File: src/rtl/mem_stage.sv
// mem_stage -- MEM pipeline stage with a variable-latency data-memory port.
//
// Ports
//   clk, rst                 single clock, synchronous active-high reset
//   EXMEM*                   instruction held in the EX/MEM register
//   mem_addr/mem_wdata       request address / store data
//   mem_en/mem_wr            one-cycle request strobe, mem_wr=1 marks a write
//   mem_rdata/mem_data_valid completion pulse (read data valid with it)
//   stall                    combinational; freezes PC, IF/ID, ID/EX, EX/MEM
//   MEMWB*                   registered writeback bundle
//   mem_err                  sticky timeout flag, cleared only by rst
//   dbg_state                FSM state (0 = IDLE, 1 = BUSY)
//
// Handshake: a request is a single mem_en pulse issued from IDLE. The memory
// answers with one mem_data_valid pulse at any later cycle; the stage waits in
// BUSY holding stall=1 until that pulse or until MAX_WAIT BUSY cycles elapse.
// mem_data_valid seen while IDLE is not an answer to anything and is dropped.
module mem_stage #(
  parameter int MAX_WAIT = 15
) (
  input  logic        clk,
  input  logic        rst,
  input  logic [15:0] EXMEMalu_out,
  input  logic [15:0] EXMEMwrite_data,
  input  logic [15:0] EXMEMpc,
  input  logic [3:0]  EXMEMrd,
  input  logic        EXMEMMemRead,
  input  logic        EXMEMMemWrite,
  input  logic        EXMEMMemtoReg,
  input  logic        EXMEMRegWrite,
  input  logic        EXMEMLB,
  input  logic        EXMEMPCS,
  input  logic        EXMEMHLT,
  output logic [15:0] mem_addr,
  output logic [15:0] mem_wdata,
  output logic        mem_en,
  output logic        mem_wr,
  input  logic [15:0] mem_rdata,
  input  logic        mem_data_valid,
  output logic        stall,
  output logic [15:0] MEMWBwb_data,
  output logic [3:0]  MEMWBrd,
  output logic        MEMWBRegWrite,
  output logic        MEMWBHLT,
  output logic        mem_err,
  output logic        dbg_state
);

  localparam int CW = (MAX_WAIT < 2) ? 1 : $clog2(MAX_WAIT);
  localparam logic [CW-1:0] LAST_WAIT = CW'(MAX_WAIT - 1);

  typedef enum logic {S_IDLE = 1'b0, S_BUSY = 1'b1} state_t;

  state_t        state_q, state_d;
  logic [CW-1:0] wait_cnt_q, wait_cnt_d;
  logic          mem_err_q, mem_err_d;
  logic [15:0]   wb_data_q, wb_data_d;
  logic [3:0]    wb_rd_q, wb_rd_d;
  logic          wb_rw_q, wb_rw_d;
  logic          wb_hlt_q, wb_hlt_d;

  logic          mem_op;
  logic          capture;
  logic [7:0]    byte_sel;
  logic [15:0]   load_data;
  logic [15:0]   wb_sel;

  always_comb begin
    mem_op    = EXMEMMemRead | EXMEMMemWrite;
    // Odd address selects the high byte of the halfword.
    byte_sel  = EXMEMalu_out[0] ? mem_rdata[15:8] : mem_rdata[7:0];
    load_data = EXMEMLB ? {8'h00, byte_sel} : mem_rdata;
    if (EXMEMPCS)           wb_sel = EXMEMpc;
    else if (EXMEMMemtoReg) wb_sel = load_data;
    else                    wb_sel = EXMEMalu_out;
  end

  always_comb begin
    state_d    = state_q;
    wait_cnt_d = wait_cnt_q;
    mem_err_d  = mem_err_q;
    mem_en     = 1'b0;
    stall      = 1'b0;
    capture    = 1'b0;
    case (state_q)
      S_IDLE: begin
        if (mem_op) begin
          mem_en     = 1'b1;
          stall      = 1'b1;
          state_d    = S_BUSY;
          wait_cnt_d = '0;
        end else begin
          capture = 1'b1;
        end
      end
      S_BUSY: begin
        if (mem_data_valid) begin
          capture    = 1'b1;
          state_d    = S_IDLE;
          wait_cnt_d = '0;
        end else if (wait_cnt_q == LAST_WAIT) begin
          // Give up: release the pipeline and retire the access as a bubble.
          mem_err_d  = 1'b1;
          state_d    = S_IDLE;
          wait_cnt_d = '0;
        end else begin
          stall      = 1'b1;
          wait_cnt_d = wait_cnt_q + 1'b1;
        end
      end
      default: state_d = S_IDLE;
    endcase
    if (rst) begin
      mem_en = 1'b0;
      stall  = 1'b0;
    end
    // Anything not captured (stall cycles, timeout) enters MEM/WB as a bubble.
    wb_data_d = capture ? wb_sel        : 16'h0000;
    wb_rd_d   = capture ? EXMEMrd       : 4'h0;
    wb_rw_d   = capture & EXMEMRegWrite;
    wb_hlt_d  = capture & EXMEMHLT;
  end

  always_ff @(posedge clk) begin
    if (rst) begin
      state_q    <= S_IDLE;
      wait_cnt_q <= '0;
      mem_err_q  <= 1'b0;
      wb_data_q  <= '0;
      wb_rd_q    <= '0;
      wb_rw_q    <= 1'b0;
      wb_hlt_q   <= 1'b0;
    end else begin
      state_q    <= state_d;
      wait_cnt_q <= wait_cnt_d;
      mem_err_q  <= mem_err_d;
      wb_data_q  <= wb_data_d;
      wb_rd_q    <= wb_rd_d;
      wb_rw_q    <= wb_rw_d;
      wb_hlt_q   <= wb_hlt_d;
    end
  end

  assign mem_addr      = EXMEMalu_out;
  assign mem_wdata     = EXMEMwrite_data;
  assign mem_wr        = mem_en & EXMEMMemWrite;
  assign MEMWBwb_data  = wb_data_q;
  assign MEMWBrd       = wb_rd_q;
  assign MEMWBRegWrite = wb_rw_q;
  assign MEMWBHLT      = wb_hlt_q;
  assign mem_err       = mem_err_q;
  assign dbg_state     = state_q;

endmodule
File: config.mk
export PLATFORM = sky130hd
export DESIGN_NAME = mem_stage
export DESIGN_NICKNAME = d
export VERILOG_FILES = /design/src/rtl/mem_stage.sv
export SDC_FILE = /design/constraint.sdc
export NUM_CORES = 1
export LEC_CHECK = 0
export CAP_MARGIN = 20
export CORE_ASPECT_RATIO = 1.5
export CORE_MARGIN = 4
export CORE_UTILIZATION = 31
export CTS_BUF_LIST = sky130_fd_sc_hd__clkbuf_4 sky130_fd_sc_hd__clkbuf_8 sky130_fd_sc_hd__clkbuf_16
export DETAILED_ROUTE_END_ITERATION = 6
export PLACE_DENSITY_LB_ADDON = 0.12
export SETUP_SLACK_MARGIN = 0.15
export SYNTH_ARGS = -nofsm -noshare
export SYNTH_HDL_FRONTEND = slang
export SYNTH_SLANG_ARGS = --single-unit
File: constraint.sdc
create_clock -name clk -period 1.7 [get_ports clk]
set_clock_uncertainty 0.05 [all_clocks]
set_input_delay 0.425 -clock clk [delete_from_list [all_inputs] [get_ports clk]]
set_output_delay 0.425 -clock clk [all_outputs]
set_load 0.01 [all_outputs]
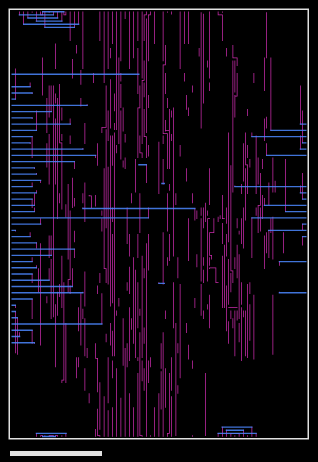
Figure 1: run 1, routed metal, one colour a layer.
Scale bar: 20 um. Two of the layers only.
Key: met3 = blue [wire length 526 um]; met2 = magenta [wire length 2,560 um]

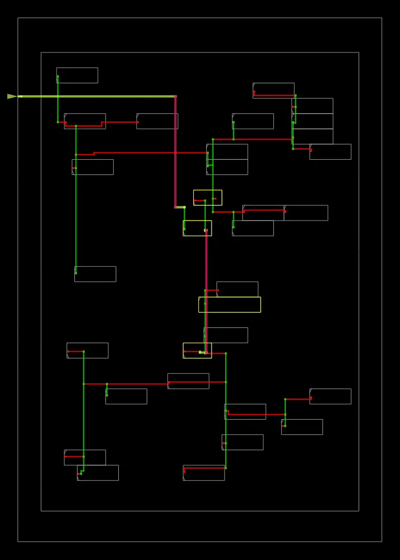
Figure 2: run 1, clock routing.
Clock Buffer Count: 3
clk sinks: 28
flop count: 28
Num CTS Buffers: 3

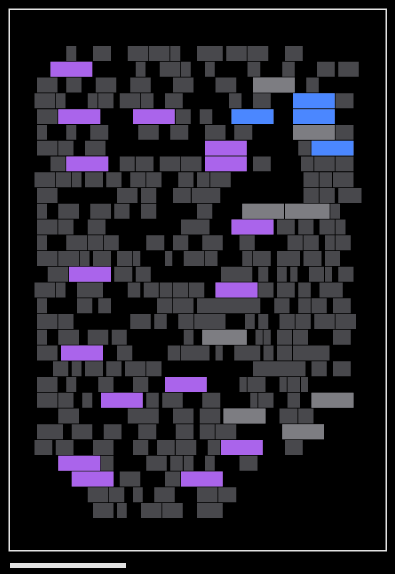
Figure 3: run 1, where the registers sit.
Scale bar: 20 um. Other sequential cells in the stronger grey, the rest of the logic in the fainter grey.
Key: MEMWBwb_data = purple [flops 16]; MEMWBrd = blue [flops 4, where upper right]
Another 8 sequential cells are not coloured.
utilization after layout: 58.5%
sequential cell area share: 20.9%
register area: 563 um2

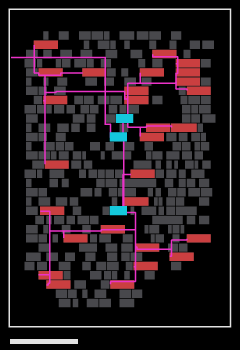
Figure 4: run 1, clock wires, drivers and flops.
Scale bar: 20 um.
Key: flip-flops = red [count 28]; clock wires = magenta [length 357 um]; cells driving clock nets = cyan [count 3]
Position of the flops: all over the die. There are 4 routed clock nets.
clock group share of total power: 31.4%
Latency at later pin: 0.27 ns
clk pwr: 525 uW

==> changes_impl.md, run 1 <==
## Flow update

- Status: finished, final reports clean
- Maximum clock path buffer count: 2
- CP max-delay cell: dfxtp_2
- Post-Synthesis Cells: 170
- Die area: 6040 um2
- Hold buffers post-CTS: 0
- Yosys cell count: 170
- Synth warnings: 0
- Vias in the first global route: 1,686
- Final WS setup: 0.00668 ns
- Vias/cell: 4.74
- Setup slack at placement: -0.591 ns
- Die Width: 64.8 um
- Clk slew on worst S/H paths: 0.10 ns
- Count of final setup violators: 0
- Maxcap violations: 0
- Flop2flop setup slack: 0.17 ns
- Power Dens Cells: 620 nW/um2
- Final Max Slew Viols: 0
- Iteration-0 DRC count of the detailed router: 41
- Critical path's largest stage delay: 0.34 ns
- Register-to-Register Path Depth: 5
- Vias: 1,620
- Area leader, netlist: dfxtp_1
- Crit Path Class: reg2out
- Post-layout minimum cycle time: 1.69 ns
- GRT Residual Overflow: 0
- WP data required: 1.22 ns
- Largest net degree at the start of global routing: 17
- Placed insts: 329
- Post CTS Setup Buffer Count: 6
- Worst Max-Slew Pin Slew: 0.373 ns
- Sequential element share of the synthesized area: 37.4%
- DRC Markers: 0
- Gp weighted congestion: 0.786
- Final Hold Vio Count: 0
- Leakage power total: 0.00126 uW
- CTS tree: done
- Netlist Area Pre-Place: 1500 um2
- First-pass GRT wire length: 7.65 mm
- Cell Type Count: 34
- Fmax: 591 MHz
- Initial antenna violation count: 0
- Fraction of registers with async set/reset: 0%
- Syn-to-layout area delta: 80.0%
- Reg2Reg Launch Point: dbg_state
- Syn Area/Cell: 8.82 um2
- Core Util at FP: 32.5%
- Worst-path fanout max: 3
- Top Ports: 137
- Post-synth net total: 250
- Share of layout cells above drive strength 1: 31.7%
- Post-CTS sizing: 117
- Hold WC Path Type: reg2reg
- R2R Path End: MEMWBwb_data[0]
- RSZ-0062 raised after global routing: yes
- Slew margin rel.: 75.0%
- Layout net count: 359
- CP Cell Sequence: o21bai_2 > nor2_1 > and2_1 > buf_2
- Total Wirelength: 4.85 mm
- Overall Power: 1670 uW
- Dominant cell area share: 37.4%
- Critical Path Start: dbg_state
- Final Cycle Share: 99.6%
- Worst hold margin: 0.454 ns
- Tool Warnings: 29
- Clock Tree Root: clkbuf_8
- Drt pass-1 iters: 4
- Startpoint type of the worst setup path: flop
- H-tree Lvls: 1
- Dominant Register Cell: dfxtp_1
- Crit path to: mem_wr
- IO buf count: 104
- Dpl hpwl: 3.82 mm
- DR WL/cell: 14.2 um
- Top cells by area, synth: dfxtp_1 37%, buf_4 16%, a221oi_1 4.7%
- Antenna Nets Post-Route: 0
- FF+latch count, synth: 28
==> run 1: critical path: cells and delay by family (launching register included) <==
kind	cells	cell delay (ns)
AND-OR/OR-AND	1	0.18
buffers and inverters	1	0.13
flip-flops	1	0.34
AND/OR/NAND/NOR	2	0.29
==> run 1: through the flow <==
step / util, % / TNS (ns) / cell area (um2)
floorplan: - / 0 / 1500
global placement: 55.9 / -10.03 / 2580
detailed placement: 55.9 / -10.22 / 2580
CTS: 56.5 / 0 / 2610
global route: 58.5 / -0.121 / 2700
finish: 58.5 / 0 / 2700
==> run 1: worst min path at each step <==
stage                          to  slack [ns]  cells after the start           from
floorplan           wait_cnt_q[0]        0.42                      2  wait_cnt_q[0]
global placement          mem_err        0.41                      2        mem_err
detailed placement        mem_err        0.43                      2        mem_err
CTS                       mem_err        0.45                      2        mem_err
global route        wait_cnt_q[0]        0.50                      3  wait_cnt_q[0]
finish                    mem_err        0.45                      2        mem_err
==> run 1: layout by cell type (no fill, tap or decap), types with 2 or more instances in the layout <==
cell and n:
nor3_2 7, buf_4 41, dlygate4sd2_1 25, a21oi_1 10, a31oi_1 2, nor2_1 3, dfxtp_2 2, a221oi_2 2
a22oi_1 7, nand2_1 4, o211ai_1 7, a221oi_1 6, clkbuf_8 3, buf_2 19, nand2_2 2, and2_1 8
nand3_1 2, nor2b_1 9, inv_1 2, a21o_1 7, dlymetal6s2s_1 4, clkdlybuf4s15_1 2, dfxtp_1 26, clkdlybuf4s50_1 53
==> run 1: per-layer routing <==
metal	part of all wire, %	wire, um	global-route usage [%]	vias up
met1	35	1720	15.9	731
met3	11	526	6.25	4
met5	0	0	0	-
li1	-	-	-	799
met4	0.85	41	3.88	0
met2	53	2560	29.4	86
==> run 1: where the power goes <==
group,switching (uW),internal [uW]
sequential,6.93,682
combinational,179,280
clock,210,315
==> run 1: logic make-up (layout without fill, tap and decap cells) <==
group | after synthesis | after routing | synth area share, %
fa+ha+maj | 2 | 2 | 1.67
buf+inv | 46 | 153 | 20.1
compound gates | 50 | 51 | 24.5
simple gates | 44 | 44 | 16.3
flops | 28 | 28 | 37.4
==> run 1: synth_stat cells (2+ instances only) <==
| library cell | number |
|---|---|
| a21o_1 | 7 |
| a21oi_1 | 11 |
| a221oi_1 | 8 |
| a22oi_1 | 7 |
| a31oi_1 | 2 |
| and2_1 | 8 |
| buf_4 | 32 |
| clkbuf_1 | 7 |
| dfxtp_1 | 28 |
| ha_1 | 2 |
| inv_1 | 3 |
| nand2_1 | 6 |
| nand3_1 | 3 |
| nor2_1 | 4 |
| nor2b_1 | 10 |
| nor3_1 | 8 |
| o211ai_1 | 7 |
==> run 1: flip-flops by register name, summed over array words and instances, names as in the netlist <==
signal         flops
dbg_state          1
wait_cnt_q         4
MEMWBRegWrite      1
MEMWBHLT           1
mem_err            1
MEMWBrd            4
MEMWBwb_data      16
==> run 1: cell type report <==
cell class	count	area, um2
Fill cell	452	1920
Timing Repair Buffer	145	1230
Multi-Input combinational cell	97	737
Sequential cell	28	563
Tap cell	64	80.1
Clock buffer	3	41.3
Clock inverter	1	30.0
Inverter	4	15.0
Figure 5. Cells coloured by class (run 1).
Fill, decap, tap and diode cells in grey.
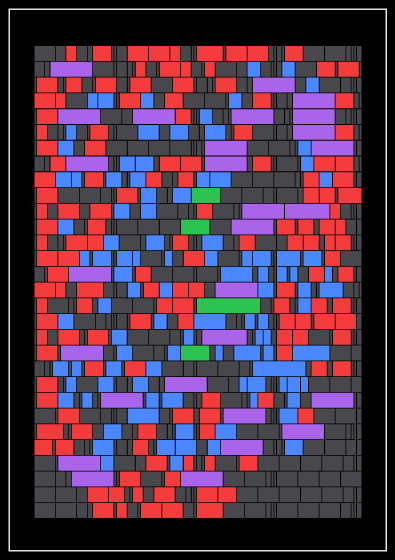

--- run 2 (diff from run 1) ---
--- a/config.mk
+++ b/config.mk
@@ -11,7 +11,7 @@
 export CORE_UTILIZATION = 31
 export CTS_BUF_LIST = sky130_fd_sc_hd__clkbuf_4 sky130_fd_sc_hd__clkbuf_8 sky130_fd_sc_hd__clkbuf_16
 export DETAILED_ROUTE_END_ITERATION = 6
-export PLACE_DENSITY_LB_ADDON = 0.12
+export PLACE_DENSITY = 0.81
 export SETUP_SLACK_MARGIN = 0.15
 export SYNTH_ARGS = -nofsm -noshare
 export SYNTH_HDL_FRONTEND = slang
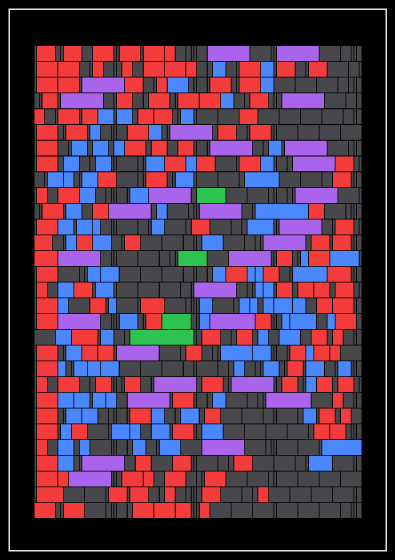
Figure 6: run 2, cells coloured by class.
Fill, decap, tap and diode cells in grey.
Key: clock drivers and dummy loads = green [cells 4]; flops = purple [cells 28]; all other logic = blue [cells 101]; other buffers and delay cells = red [cells 144]
sequential cell area share: 20.9%
utilization after layout: 58.2%
Core Area: 4620 um2

==> run 2 against run 1 <==
  * The run now ends with negative setup slack left
  * Via count grew 1.9%
  * Cell count shrank 0.29%
  * Hold slack is essentially flat
  * Flip-flop count is the same
  * Power grew 0.58%
  * Largest cell class unchanged
==> changes_impl.md, run 2 <==
## Flow update

- Worst Hold Path Cells: 3
- GRT Residual Overflow: 0
- Sequential element share of the synthesized area: 37.4%
- Slew margin rel.: 77.1%
- Initial antenna violation count: 0
- Clock Tree Root: clkbuf_8
- Design Area, Final: 2690 um2
- Syn-to-layout area delta: 79.1%
- Net Sw Frac: 24.3%
- Commonest Layout Cell: clkdlybuf4s50_1
- R2R Path End: wait_cnt_q[3]
- CTS tree: done
- Count leader, synth: buf_4
- Synth warnings: 0
- Total Wirelength: 5.46 mm
- Largest net degree at the start of global routing: 17
- Top Ports: 137
- Placed Area: 2570 um2
- DRC Markers: 0
- Area leader, netlist: dfxtp_1
- Worst Max-Slew Pin Slew: 0.343 ns
- Post-synth net total: 250
- Startpoint type of the worst setup path: flop
- Seq pwr share: 41.1%
- Dominant cell area share: 37.4%
- Register-to-Register Path Depth: 8
- Vias/cell: 4.84
- Int Power: 1280 uW
- Clock group share of total power: 31.5%
- Psw: 408 uW
- Crit Path Class: reg2out
- Hold path start: EXMEMalu_out[3]
- Vias: 1,650
- Final Cycle Share: 101%
- First-pass GRT wire length: 8.31 mm
- Maximum clock path buffer count: 2
- Setup slack at placement: -0.647 ns
- Met2 routed WL: 3.18 mm
- Core Util at FP: 32.5%
- Fraction of registers with async set/reset: 0%
- Final WS setup: -0.0202 ns
- Hold path endpoint: MEMWBwb_data[3]
- Comb pwr share: 27.5%
- Iteration-0 DRC count of the detailed router: 58
- Flop2flop setup slack: 0.09 ns
- Clk sinks: 28
- Top cells by count, synth: 32 x buf_4, 28 x dfxtp_1, 11 x a21oi_1
- Netlist Area Pre-Place: 1500 um2
- Count of final setup violators: 1
- H-tree Lvls: 1
- Failing checks: negative setup slack
- Hold WC Path Type: in2reg
- Status: finished with violations
- Cell Type Count: 34
- Gp weighted congestion: 0.786
- FF+latch count, synth: 28
- Top cells by area, synth: dfxtp_1 37%, buf_4 16%, a221oi_1 4.7%
- Layout net count: 358
- Die area: 6040 um2
- Power Dens Cells: 626 nW/um2
- Post-layout minimum cycle time: 1.72 ns
- Dominant Register Cell: dfxtp_1
- Vias in the first global route: 1,724
- Antenna Nets Post-Route: 0
[run 2: cell types whose count changed in the layout (fill, tap and decap cells not counted), sizes merged]
cell           delta
dlygate4sd2       +1
buf               -3
dlymetal6s2s      -2
clkdlybuf4s15     +1
clkbuf            +2
[run 2: cell type report]
type                            instances  area (um2)  area share, %
Sequential cell                        28         563           20.9
Timing Repair Buffer                  144        1220           45.6
Tap cell                               64        80.1           2.98
Inverter                                4        15.0          0.559
Clock buffer                            3        41.3           1.54
Multi-Input combinational cell         97         733           27.3
Clock inverter                          1        30.0           1.12
[run 2: power groups by stage]
| stage | registers, uW | logic (uW) | clock network (uW) |
|---|---|---|---|
| floorplan | 720 | 193 | 0 |
| global placement | 704 | 462 | 0 |
| detailed placement | 706 | 467 | 0 |
| CTS | 691 | 447 | 546 |
| global route | 694 | 496 | 573 |
| finish | 691 | 463 | 530 |
[run 2: per-layer routing]
layer	up-vias	GRT usage (%)
met5	-	0
met4	0	6.35
met3	26	3.00
met2	76	34.5
met1	756	17.7
li1	792	-
[run 2: logic make-up (layout without fill, tap and decap cells)]
group                      after synthesis  in the layout  synth area share [%]
buffers and inverters                   46            152                  20.1
adders and majority gates                2              2                  1.67
AOI/OAI and AO/OA                       50             51                  24.5
and+or+nand+nor                         44             44                  16.3
DFF                                     28             28                  37.4
[run 2: how the worst max path moves through the flow]
stage                     slack, ns           start  cells after the start    end
final                         -0.02   wait_cnt_q[0]                      6  stall
after global routing          -0.09   wait_cnt_q[0]                      6  stall
after CTS                     -0.05   wait_cnt_q[0]                      6  stall
after detailed placement      -0.65  mem_data_valid                      5  stall
after global placement        -0.66  mem_data_valid                      5  stall
after floorplan                0.17   wait_cnt_q[0]                      5  stall
[run 2: through the flow]
step	cells	utilization [%]	power, uW	hold WS (ns)
5_1_grt	341	58.2	1760	0.476
6_report	341	58.2	1680	0.454
3_5_place_dp	328	55.8	1170	0.440
3_3_place_gp	328	55.8	1170	0.420
4_1_cts	340	56.7	1680	0.464
2_1_floorplan	170	-	913	0.417
[run 2: critical path, stage by stage (launching register included)]
cell     delay, ns
dfxtp_2       0.35
inv_2         0.05
ha_4          0.15
nand3_2       0.07
nand2_1       0.06
a21oi_2       0.14
buf_2         0.15
[run 2: repair_timing]
action | 4_1_cts | 5_1_grt
cloned | 0 | 1
resized | 118 | 19
endpoints found under the setup margin | 66 | 20
pin swaps | 7 | 8
buffers inserted | 8 | 0
--- run 3 (diff from run 2) ---
--- a/config.mk
+++ b/config.mk
@@ -5,10 +5,11 @@
 export SDC_FILE = /design/constraint.sdc
 export NUM_CORES = 1
 export LEC_CHECK = 0
+export ABC_AREA = 1
 export CAP_MARGIN = 20
 export CORE_ASPECT_RATIO = 1.5
 export CORE_MARGIN = 4
-export CORE_UTILIZATION = 31
+export CORE_UTILIZATION = 33
 export CTS_BUF_LIST = sky130_fd_sc_hd__clkbuf_4 sky130_fd_sc_hd__clkbuf_8 sky130_fd_sc_hd__clkbuf_16
 export DETAILED_ROUTE_END_ITERATION = 6
 export PLACE_DENSITY = 0.81
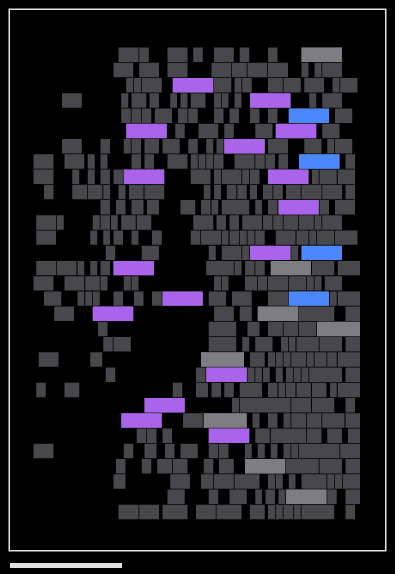
Figure 7: run 3, where the registers sit.
Scale bar: 20 um. Other sequential cells in the stronger grey, the rest of the logic in the fainter grey.
Key: MEMWBrd = blue [flops 4]; MEMWBwb_data = purple [flops 16]

==> run 3 against run 2 <==
  * The run now ends clean
  * Synthesized area increased by 15%
  * Sequential power rose by 2%
  * Largest power group unchanged
  * Cell count up 27%
  * Clock power fell by about 20%
  * Global-route usage rose by 0.38 points
  * Register-to-register slack got worse by 0.06 ns
  * First-iteration DRC count increased by 74%
  * Sequential share of layout area decreased by 1.8 points
  * Maximum frequency up 3.1%
  * Largest cell class unchanged
  * Critical endpoint is now dbg_state
  * Wire length increased by 17%
  * Critical path depth rose by 6
  * Non-clock buffer count is 5 higher
==> changes_impl.md, run 3 <==
## Flow update

- Status: finished, final reports clean
- Filler cells: 448
- Vias/cell: 4.68
- Largest net degree at the start of global routing: 25
- Slew margin rel.: 78.4%
- Gp weighted congestion: 0.749
- Post-synth net total: 337
- Drt pass-1 iters: 5
- Syn Area/Cell: 6.69 um2
- Worst-path fanout max: 2
- GRT Residual Overflow: 0
- Area leader, netlist: dfxtp_1
- Count of final setup violators: 0
- Seq pwr share: 40.2%
- First-pass GRT wire length: 8.86 mm
- Final Cycle Share: 98.2%
- Startpoint type of the worst setup path: flop
- Post-layout minimum cycle time: 1.67 ns
- Latency at later pin: 0.27 ns
- Dpl hpwl: 4.67 mm
- Clk slew on worst S/H paths: 0.10 ns
- Core Util at FP: 34.9%
- Comb pwr share: 35.8%
- Final Hold Vio Count: 0
- Synth warnings: 0
- DRC Markers: 0
- Hold buffers post-CTS: 0
- Final Max Slew Viols: 0
- Top cells by area, synth: dfxtp_1 33%, buf_4 15%, nand3_1 11%
- Initial antenna violation count: 0
- Register area: 564 um2
- Die Width: 66.9 um
- Logic area: 772 um2
- Num CTS Buffers: 3
- Int Power: 1250 uW
- Maxcap violations: 0
- Commonest Layout Cell: clkdlybuf4s50_1
- DR WL/cell: 14.7 um
- Maximum clock path buffer count: 2
- Count leader, synth: nand2_1
- Clk sinks: 28
- Dominant Register Cell: dfxtp_1
- Setup TNS: 0 ns
- Post-Synthesis Cells: 257
- Cell Type Count: 20
- Share of layout cells above drive strength 1: 26.4%
- Total Wirelength: 6.38 mm
- FF+latch count, synth: 28
-- run 3: worst paths after layout --
path | startpoint | end | slack, ns | cells past startpoint
max | wait_cnt_q[0] | dbg_state | 0.03 | 12
min | mem_err | mem_err | 0.46 | 2
max reg2reg | wait_cnt_q[0] | dbg_state | 0.03 | 12
min reg2reg | mem_err | mem_err | 0.46 | 2
-- run 3: what timing repair did --
| action | in CTS | in global routing |
|---|---|---|
| pin swaps | 3 | 3 |
| setup buffers | 10 | 1 |
| setup endpoints to repair | 43 | 7 |
| endpoints found under the hold margin | 0 | 0 |
| gates resized | 121 | 23 |
-- run 3: kinds of logic after synthesis --
group | Yosys count | synth area share (%)
simple gates | 108 | 28.1
fa+ha+maj | 2 | 1.46
buf+inv | 84 | 26.8
flops | 28 | 32.6
compound gates | 35 | 11.1
-- run 3: power groups by stage --
| stage | registers (uW) | clock network [uW] | logic (uW) |
|---|---|---|---|
| after global routing | 711 | 454 | 679 |
| after detailed placement | 721 | 0 | 591 |
| final | 706 | 422 | 630 |
| after global placement | 720 | 0 | 580 |
| after floorplan | 742 | 0 | 255 |
| after CTS | 706 | 430 | 587 |
-- run 3: layer usage --
metal | vias up | part of all wire, % | GRT usage, %
met2 | 96 | 52 | 34.8
met5 | - | 0 | 0
met4 | 0 | 3.6 | 9.31
met1 | 911 | 36 | 17.2
met3 | 32 | 8.8 | 3.47
li1 | 990 | - | -
-- run 3: per-stage QoR --
stage	util, %	area (um2)	power, uW	setup WS [ns]
after floorplan	-	1720	997	0.213
after global placement	57.0	2810	1300	-0.535
after detailed placement	57.0	2810	1310	-0.593
after CTS	58.0	2860	1720	0.0143
after global routing	59.7	2940	1840	-0.0257
final	59.7	2940	1760	0.0310
-- run 3: area by class of cell --
class	instances	area share, %
repair buffers	149	44.4
multi-input cells	145	26.3
flip-flops and latches	28	19.2
inverters	42	5.45
well taps	66	2.81
clock buffers	4	1.87
-- run 3: critical path, cell delays in order (launching register included) --
cell and delay [ns]:
dfxtp_2 0.33, inv_2 0.06, ha_4 0.13, nand3_4 0.09, nand3_4 0.09, o21ai_4 0.07
buf_4 0.14, buf_6 0.11, buf_6 0.10, buf_6 0.10, buf_6 0.11, buf_6 0.10
buf_6 0.10
No activity file was given, so power comes from the tool's default toggle rates.
